### Routed metal, one color a layer, run 1

(3 px per um)
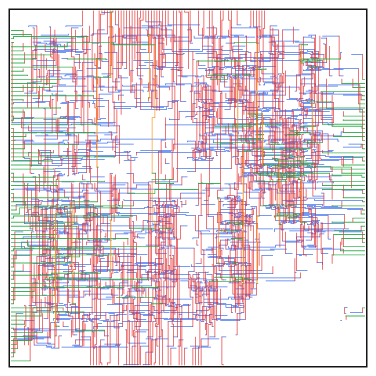
### M3 wires, run 1

(2 px per um)
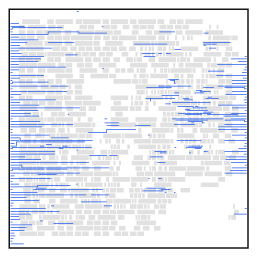
### PDN straps and rails, run 1

(3 px per um) Pins as bars on the die edge. Tap cells in gray.
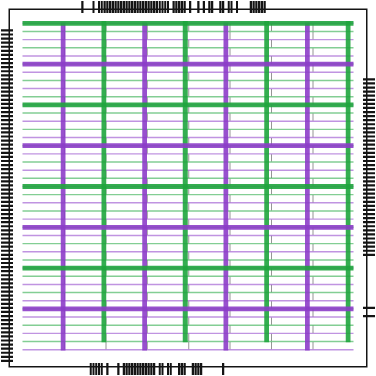
### Met2 routing, run 1

(2 px per um)
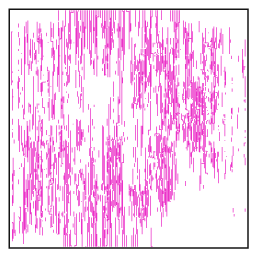
## config.mk

```make
export PLATFORM = sky130hd
export DESIGN_NAME = mem_access_unit
export DESIGN_NICKNAME = d
export VERILOG_FILES = /design/src/rtl/mem_access_unit.sv
export SDC_FILE = /design/constraint.sdc
export NUM_CORES = 1
export LEC_CHECK = 0
export CAP_MARGIN = 20
export CORE_MARGIN = 4
export CORE_UTILIZATION = 44
export CTS_CLUSTER_SIZE = 24
export DETAILED_ROUTE_END_ITERATION = 10
export GPL_TIMING_DRIVEN = 0
export PLACE_DENSITY = 0.8
export SYNTH_ARGS = -nofsm -noshare
export SYNTH_HDL_FRONTEND = slang
export SYNTH_SLANG_ARGS = --single-unit
```

## constraint.sdc

```tcl
create_clock -name clk -period 4.8 [get_ports clk]
set_input_delay 1.44 -clock clk [delete_from_list [all_inputs] [get_ports clk]]
set_output_delay 1.44 -clock clk [all_outputs]
set_load 0.01 [all_outputs]
```

## src/rtl/mem_access_unit.sv

```systemverilog
// Sequential load/store unit: turns datapath load/store requests into handshaked
// bus cycles, stalls the core while a cycle is outstanding, and aligns load data.
module mem_access_unit #(
  parameter int unsigned TIMEOUT = 15
) (
  input  logic        clk,
  input  logic        reset,
  input  logic        MemRead,
  input  logic        MemWrite,
  input  logic [1:0]  MemSize,
  input  logic        MemSigned,
  input  logic [31:0] Addr,
  input  logic [31:0] Rt_data,
  output logic [31:0] Load_data,
  output logic        Stall,
  output logic        Mem_err,
  output logic        bus_req,
  output logic        bus_we,
  output logic [31:0] bus_addr,
  output logic [3:0]  bus_be,
  output logic [31:0] bus_wdata,
  input  logic [31:0] bus_rdata,
  input  logic        bus_ack
);

  typedef enum logic [1:0] {IDLE = 2'd0, REQ = 2'd1, DONE = 2'd2} state_t;

  state_t      state_q;
  logic [7:0]  cnt_q;
  logic [1:0]  size_q;
  logic        signed_q;
  logic [1:0]  lane_q;
  logic        bus_req_q, bus_we_q, mem_err_q;
  logic [31:0] bus_addr_q, bus_wdata_q, load_data_q;
  logic [3:0]  bus_be_q;

  logic        req_d, fault_d;
  logic [3:0]  be_d;
  logic [31:0] wdata_d, load_ext_d;
  logic [7:0]  rd_byte_d;
  logic [15:0] rd_half_d;

  assign Load_data = load_data_q;
  assign Mem_err   = mem_err_q;
  assign bus_req   = bus_req_q;
  assign bus_we    = bus_we_q;
  assign bus_addr  = bus_addr_q;
  assign bus_be    = bus_be_q;
  assign bus_wdata = bus_wdata_q;

  always_comb begin
    req_d   = MemRead | MemWrite;
    fault_d = (MemRead & MemWrite) | (MemSize == 2'b11) |
              ((MemSize == 2'b01) & Addr[0]) |
              ((MemSize == 2'b10) & (Addr[1:0] != 2'b00));
    be_d    = 4'b1111;
    wdata_d = Rt_data;
    case (MemSize)
      2'b00: begin
        wdata_d = {4{Rt_data[7:0]}};
        if (MemWrite) be_d = 4'b0001 << Addr[1:0];
        else          be_d = 4'b1111;
      end
      2'b01: begin
        wdata_d = {2{Rt_data[15:0]}};
        if (MemWrite) be_d = Addr[1] ? 4'b1100 : 4'b0011;
        else          be_d = 4'b1111;
      end
      default: begin
        wdata_d = Rt_data;
        be_d    = 4'b1111;
      end
    endcase
  end

  // Lane selection uses the address captured at issue, not the live datapath address.
  always_comb begin
    rd_byte_d = bus_rdata[{lane_q, 3'b000} +: 8];
    rd_half_d = lane_q[1] ? bus_rdata[31:16] : bus_rdata[15:0];
    case (size_q)
      2'b00:   load_ext_d = signed_q ? {{24{rd_byte_d[7]}}, rd_byte_d} : {24'h000000, rd_byte_d};
      2'b01:   load_ext_d = signed_q ? {{16{rd_half_d[15]}}, rd_half_d} : {16'h0000, rd_half_d};
      default: load_ext_d = bus_rdata;
    endcase
  end

  always_comb begin
    Stall = 1'b0;
    if (reset) begin
      Stall = 1'b0;
    end else begin
      case (state_q)
        IDLE:    Stall = req_d;
        REQ:     Stall = 1'b1;
        default: Stall = 1'b0;
      endcase
    end
  end

  // Mem_err defaults low every cycle so it can only pulse during the single DONE cycle.
  always_ff @(posedge clk or posedge reset) begin
    if (reset) begin
      state_q     <= IDLE;
      cnt_q       <= 8'd0;
      size_q      <= 2'b00;
      signed_q    <= 1'b0;
      lane_q      <= 2'b00;
      bus_req_q   <= 1'b0;
      bus_we_q    <= 1'b0;
      bus_addr_q  <= 32'h0;
      bus_be_q    <= 4'h0;
      bus_wdata_q <= 32'h0;
      load_data_q <= 32'h0;
      mem_err_q   <= 1'b0;
    end else begin
      mem_err_q <= 1'b0;
      case (state_q)
        IDLE: begin
          if (req_d && fault_d) begin
            mem_err_q <= 1'b1;
            state_q   <= DONE;
          end else if (req_d) begin
            bus_addr_q  <= {Addr[31:2], 2'b00};
            bus_we_q    <= MemWrite;
            bus_be_q    <= be_d;
            bus_wdata_q <= wdata_d;
            size_q      <= MemSize;
            signed_q    <= MemSigned;
            lane_q      <= Addr[1:0];
            cnt_q       <= 8'd0;
            bus_req_q   <= 1'b1;
            state_q     <= REQ;
          end
        end
        REQ: begin
          if (bus_ack) begin
            if (!bus_we_q) load_data_q <= load_ext_d;
            bus_req_q <= 1'b0;
            state_q   <= DONE;
          end else if (cnt_q == 8'(TIMEOUT - 1)) begin
            bus_req_q <= 1'b0;
            mem_err_q <= 1'b1;
            state_q   <= DONE;
          end else begin
            cnt_q <= cnt_q + 8'd1;
          end
        end
        DONE: begin
          state_q <= IDLE;
        end
        default: begin
          bus_req_q <= 1'b0;
          state_q   <= IDLE;
        end
      endcase
    end
  end

endmodule

```

==> run_results.csv, run 1 <==
group,metric,value,unit
global_route,grt_max_degree,66,
global_route,grt_pass1_vias,5479,
synthesis,ys_cells,517,
routing,drc,0,
run,warnings,27,
power,total_power,5157,uW
synthesis,avgSynthCellArea,10.42,um^2
synthesis,yosysTopAreaCell,"dfrtp_1",
sta,finalCriticalPeriod,4452,ps
sta,skew,7.492,ps
synthesis,ys_chip_area,5389,um^2
run_status,status,"complete, no violations",
sta,holdWs,476.4,ps
clock_network,cts-root-buf,"clkbuf_16",
power,powerDensity,621.3,nW/um^2
die,core_region_area,12010,um^2
clock_network,clock-sinks,116,
sta,setup_viol,0,
worst_setup_path,worstSetupStartpointType,"primary input",
die,chip_area,14080,um^2
synthesis,syn-instance-count,517,
routing,vias_per_cell,5.576,
finish,comb_area,2292,um^2
clock_network,numCtsBuffers,17,
worst_setup_path,crit_top_cell,"clkdlybuf4s50_1",
synthesis,synth_warnings,0,
run,drv_cap,0,
die,rows,40,
finish,area_growth_syn_to_layout,54.05,%
clock_network,cts_hold_buf,0,
global_route,grt_overflow,0,
-- 'Routed metal, one color a layer' (at the start) --
Green is met3, wire length 1990 um. Red is met2, wire length 8500 um. Blue is met1, wire length 6320 um. Orange is met4, wire length 443 um.

-- 'M3 wires' (at the start) --
The wires run mostly horizontal. The layer carries 1990 um of wire.
via count: 5024
met3 usage: 11.10%
drt total wl: 17.25 mm

-- 'PDN straps and rails' (at the start) --
Green is VDD. Purple is VSS.
147 tap cells. 41 met1 rails follow the rows. 8 straps on met5. 8 straps on met4. 208 signal pins sit on the boundary.

-- 'Met2 routing' (at the start) --
The longest straight run is 51.7 um. The layer carries 8500 um of wire. The layer holds 49% of the routed length. The wires run mostly vertical.

## run 1: how the worst max path moves through the flow
stage	from	to	cells after the start
floorplan	reset	Load_data[0]	1
global placement	reset	bus_addr[15]	2
detailed placement	MemWrite	Stall	4
CTS	MemWrite	Stall	4
global route	MemWrite	Stall	4
finish	MemWrite	Stall	4
## run 1: state kept, by name (all words and copies together) (netlist names)
| name | flops |
|---|---|
| bus_addr | 30 |
| size_q | 2 |
| lane_q | 2 |
| Load_data | 32 |
| bus_we | 1 |
| state_q | 2 |
| cnt_q | 8 |
| signed_q | 1 |
| bus_be | 4 |
| bus_wdata | 32 |
| Mem_err | 1 |
| bus_req | 1 |
## run 1: worst max-delay path, delay by kind of cell
kind	cells	cell delay (ps)
buffers and inverters	3	1260
AND-OR/OR-AND	1	310
## run 1: cell families after synthesis
kind of cell	Yosys count	share of synthesized area [%]
compound gates	125	12.96
xor+xnor	1	0.1626
fa+ha+maj	2	0.4643
buf+inv	42	3.668
flops	116	53.87
mux	76	15.11
other cells	1	0.06959
simple gates	154	13.70
## run 1: cell usage in the layout (no fill, tap or decap), types with 2 or more instances in the layout
cell	n
nor3_1	9
nand3b_1	8
buf_1	3
a21oi_1	50
nor2b_1	9
dfrtp_1	116
and3_1	4
nand3_1	3
inv_1	8
ha_1	2
nor4_1	2
a31oi_1	5
a221oi_1	2
clkbuf_1	13
nor2_1	33
clkbuf_16	17
bufinv_16	5
clkbuf_8	4
mux2_2	43
nand2_1	65
o21ai_0	54
clkinv_2	3
nand2b_1	5
buf_2	10
mux2i_1	33
or3_1	7
clkdlybuf4s50_1	203
buf_4	7
conb_1	2
## run 1: cells in the mapped netlist, types with 2 or more instances
cell / number
a221oi_1: 2
nor3_1: 9
o21ai_0: 54
buf_2: 10
a31oi_1: 5
nand2b_1: 5
buf_1: 3
and3_1: 4
inv_1: 9
clkbuf_1: 11
buf_4: 7
mux2_2: 43
mux2i_1: 33
dfrtp_1: 116
ha_1: 2
nor4_1: 2
or3_1: 7
nand2_1: 65
a21oi_1: 50
nand3_1: 3
nor2b_1: 9
nand3b_1: 8
nor2_1: 33
## run 1: stage by stage
| step | utilization (%) | cell area, um^2 |
|---|---|---|
| after global routing | 69.11 | 8302 |
| final | 69.11 | 8302 |
| after CTS | 69.11 | 8302 |
| after global placement | 63.34 | 7609 |
| after detailed placement | 63.61 | 7641 |
| after floorplan | - | 5393 |
## run 1: cell type report
cell class                      instances  area share [%]
Sequential cell                       116           34.97
Multi-Input combinational cell        360           27.61
Timing Repair Buffer                  204           24.81
Clock buffer                           23           5.878
Tap cell                              147           2.216
Clock inverter                          9           2.080
Buffer                                 32           1.929
Inverter                               10          0.5124
## run 1: power by group
| part | internal [uW] | switching [uW] | leakage, uW |
|---|---|---|---|
| Sequential | 1420 | 271 | 0.00143 |
| Combinational | 1130 | 930 | 0.00181 |
| Clock | 973 | 435 | 0.000323 |
## run 1: routing by layer
metal,global-route usage [%],vias up,wire length [um]
li1,-,2257,-
met1,27.38,2436,6319
met2,40.64,291,8496
met3,11.10,40,1990
met4,11.22,0,443
met5,0,-,0
### Clock wiring as the flow saved it, run 1

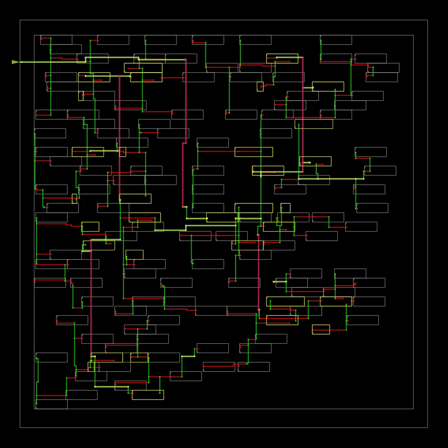

## Run 2: what changed since run 1
Settings changed: CORE_MARGIN 4 to default.
### Clock wiring as the flow saved it, run 2

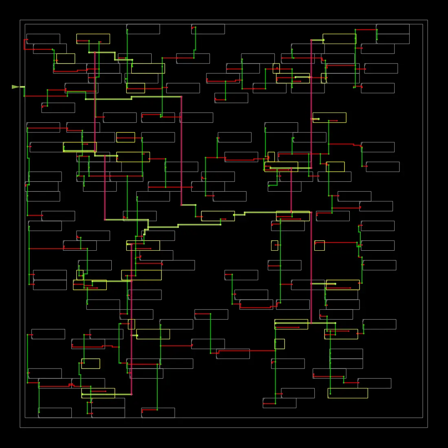
Layout Skew: 6.362 ps
clk ins delay skew pair: 420 ps
Clk power: 1270 uW

### Routed metal, one color a layer, run 2

(3 px per um)
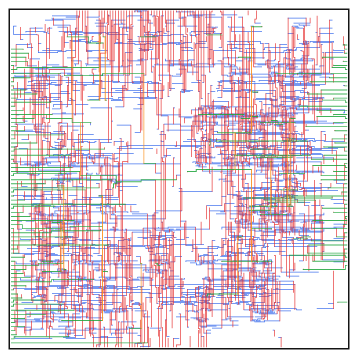
Green is met3, wire length 1650 um. Blue is met1, wire length 6220 um. Red is met2, wire length 8080 um. Orange is met4, wire length 391 um.

==> run 2 against run 1 <==
Against the previous run: routed wire length down 5.3%; flip-flop count is the same; final area is 0.78% lower.
==> run_results.csv, run 2 <==
group,metric,value,unit
clock_network,numCtsBuffers,17,
synthesis,syn-instance-count,517,
sta,finalCriticalPeriod,4423,ps
run_status,status,"complete, no violations",
power,seq_power_share,33.9,%
synthesis,ys_chip_area,5389,um^2
synthesis,top_cell,"dfrtp_1",
synthesis,synth.cellmix.simpleShare,13.70,%
finish,area_growth_syn_to_layout,52.84,%
power,clkPwrFrac,25.4,%
power,swShare,32.39,%
finish,utilization,68.86,%
synthesis,ys_sh_mux,15.11,%
routing,drc,0,
die,chip_area,12690,um^2
synthesis,yosysTopAreaCell,"dfrtp_1",
clock_network,clock-sinks,116,
power,pwr-share-comb,40.7,%
synthesis,aoi_share,12.96,%
global_route,grt_overflow,0,
power,power_switching,1617,uW
die,core_region_area,11960,um^2
synthesis,avgSynthCellArea,10.42,um^2
routing,vias_per_cell,5.404,
worst_setup_path,worstSetupStartpointType,"primary input",
finish,final_common_cell,"clkdlybuf4s50_1",
power,powerDensity,606.0,nW/um^2
global_route,grt_pass1_vias,5183,
synthesis,synth-xor-area-share,0.1625,%
synthesis,synth_warnings,0,
clock_network,cts_tree,"done",
clock_network,cts_hold_buf,0,
sta,setup_viol,0,
run,drv_cap,0,
synthesis,common_cells,"dfrtp_1, nand2_1, o21ai_0",
worst_setup_path,path_class,"in2out",
global_route,grt_max_degree,64,
clock_network,cts-root-buf,"clkbuf_16",
sta,hold_viol,0,
### M3 wires, run 2

(2 px per um)
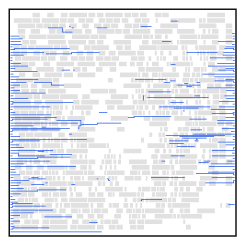
The layer holds 10% of the routed length. 161 nets have wire on it.
via count: 4869
met3 usage: 10.53%
drt total wl: 16.34 mm

==> run 2: cell counts after synthesis <==
No cell type changed its count.
==> run 2: metrics by stage <==
step	power (uW)	cell area, um^2	TNS (ps)	hold WS, ps
global route	5255	8237	0	505.7
floorplan	2546	5393	0	450.6
global placement	3650	7609	-156740	460.4
detailed placement	3728	7639	0	469.6
CTS	5019	8237	0	481.3
finish	4991	8237	0	477.5
==> run 2: power groups by stage <==
stage / Combinational [uW] / Sequential (uW) / Clock (uW)
finish: 2030 / 1690 / 1270
CTS: 2040 / 1690 / 1280
detailed placement: 2030 / 1700 / 0
global route: 2180 / 1750 / 1320
floorplan: 699 / 1850 / 0
global placement: 1980 / 1670 / 0
==> run 2: worst max-delay path by stage <==
stage | start | endpoint | slack, ps | cells past startpoint
6_report | MemWrite | Stall | 380 | 4
2_1_floorplan | reset | Load_data[0] | 290 | 1
4_1_cts | MemWrite | Stall | 390 | 4
3_3_place_gp | reset | bus_addr[23] | -1360 | 2
3_5_place_dp | MemWrite | Stall | 390 | 4
5_1_grt | MemWrite | Stall | 360 | 4
==> run 2: layer usage <==
layer,track usage [%],wire length [um],vias up
li1,-,-,2259
met1,29.50,6221,2346
met2,45.64,8076,227
met3,10.53,1654,37
met4,12.44,391,0
met5,0,0,-
==> run 2: cells by family after synthesis <==
family / after synthesis
and+or+nand+nor: 154
AOI/OAI and AO/OA: 125
DFF: 116
muxes: 76
buffers and inverters: 42
adders and majority gates: 2
other: 1
xor gates and xnor gates: 1
==> run 2: critical path, cell delays in order <==
cell,delay [ps]
clkdlybuf4s50_1,550
inv_1,110
a311oi_1,280
clkdlybuf4s50_1,600
==> run 2: final cells by class <==
cell class	instances	share of cell area, %
inverter	10	0.4861
clock buffer	23	6.046
sequential	116	35.24
buffer	32	1.944
timing repair buffer	204	25.00
multi-input combinational	360	27.83
tap	147	2.233
clock inverter	9	1.215
No activity file was given, so power comes from the tool's default toggle rates.
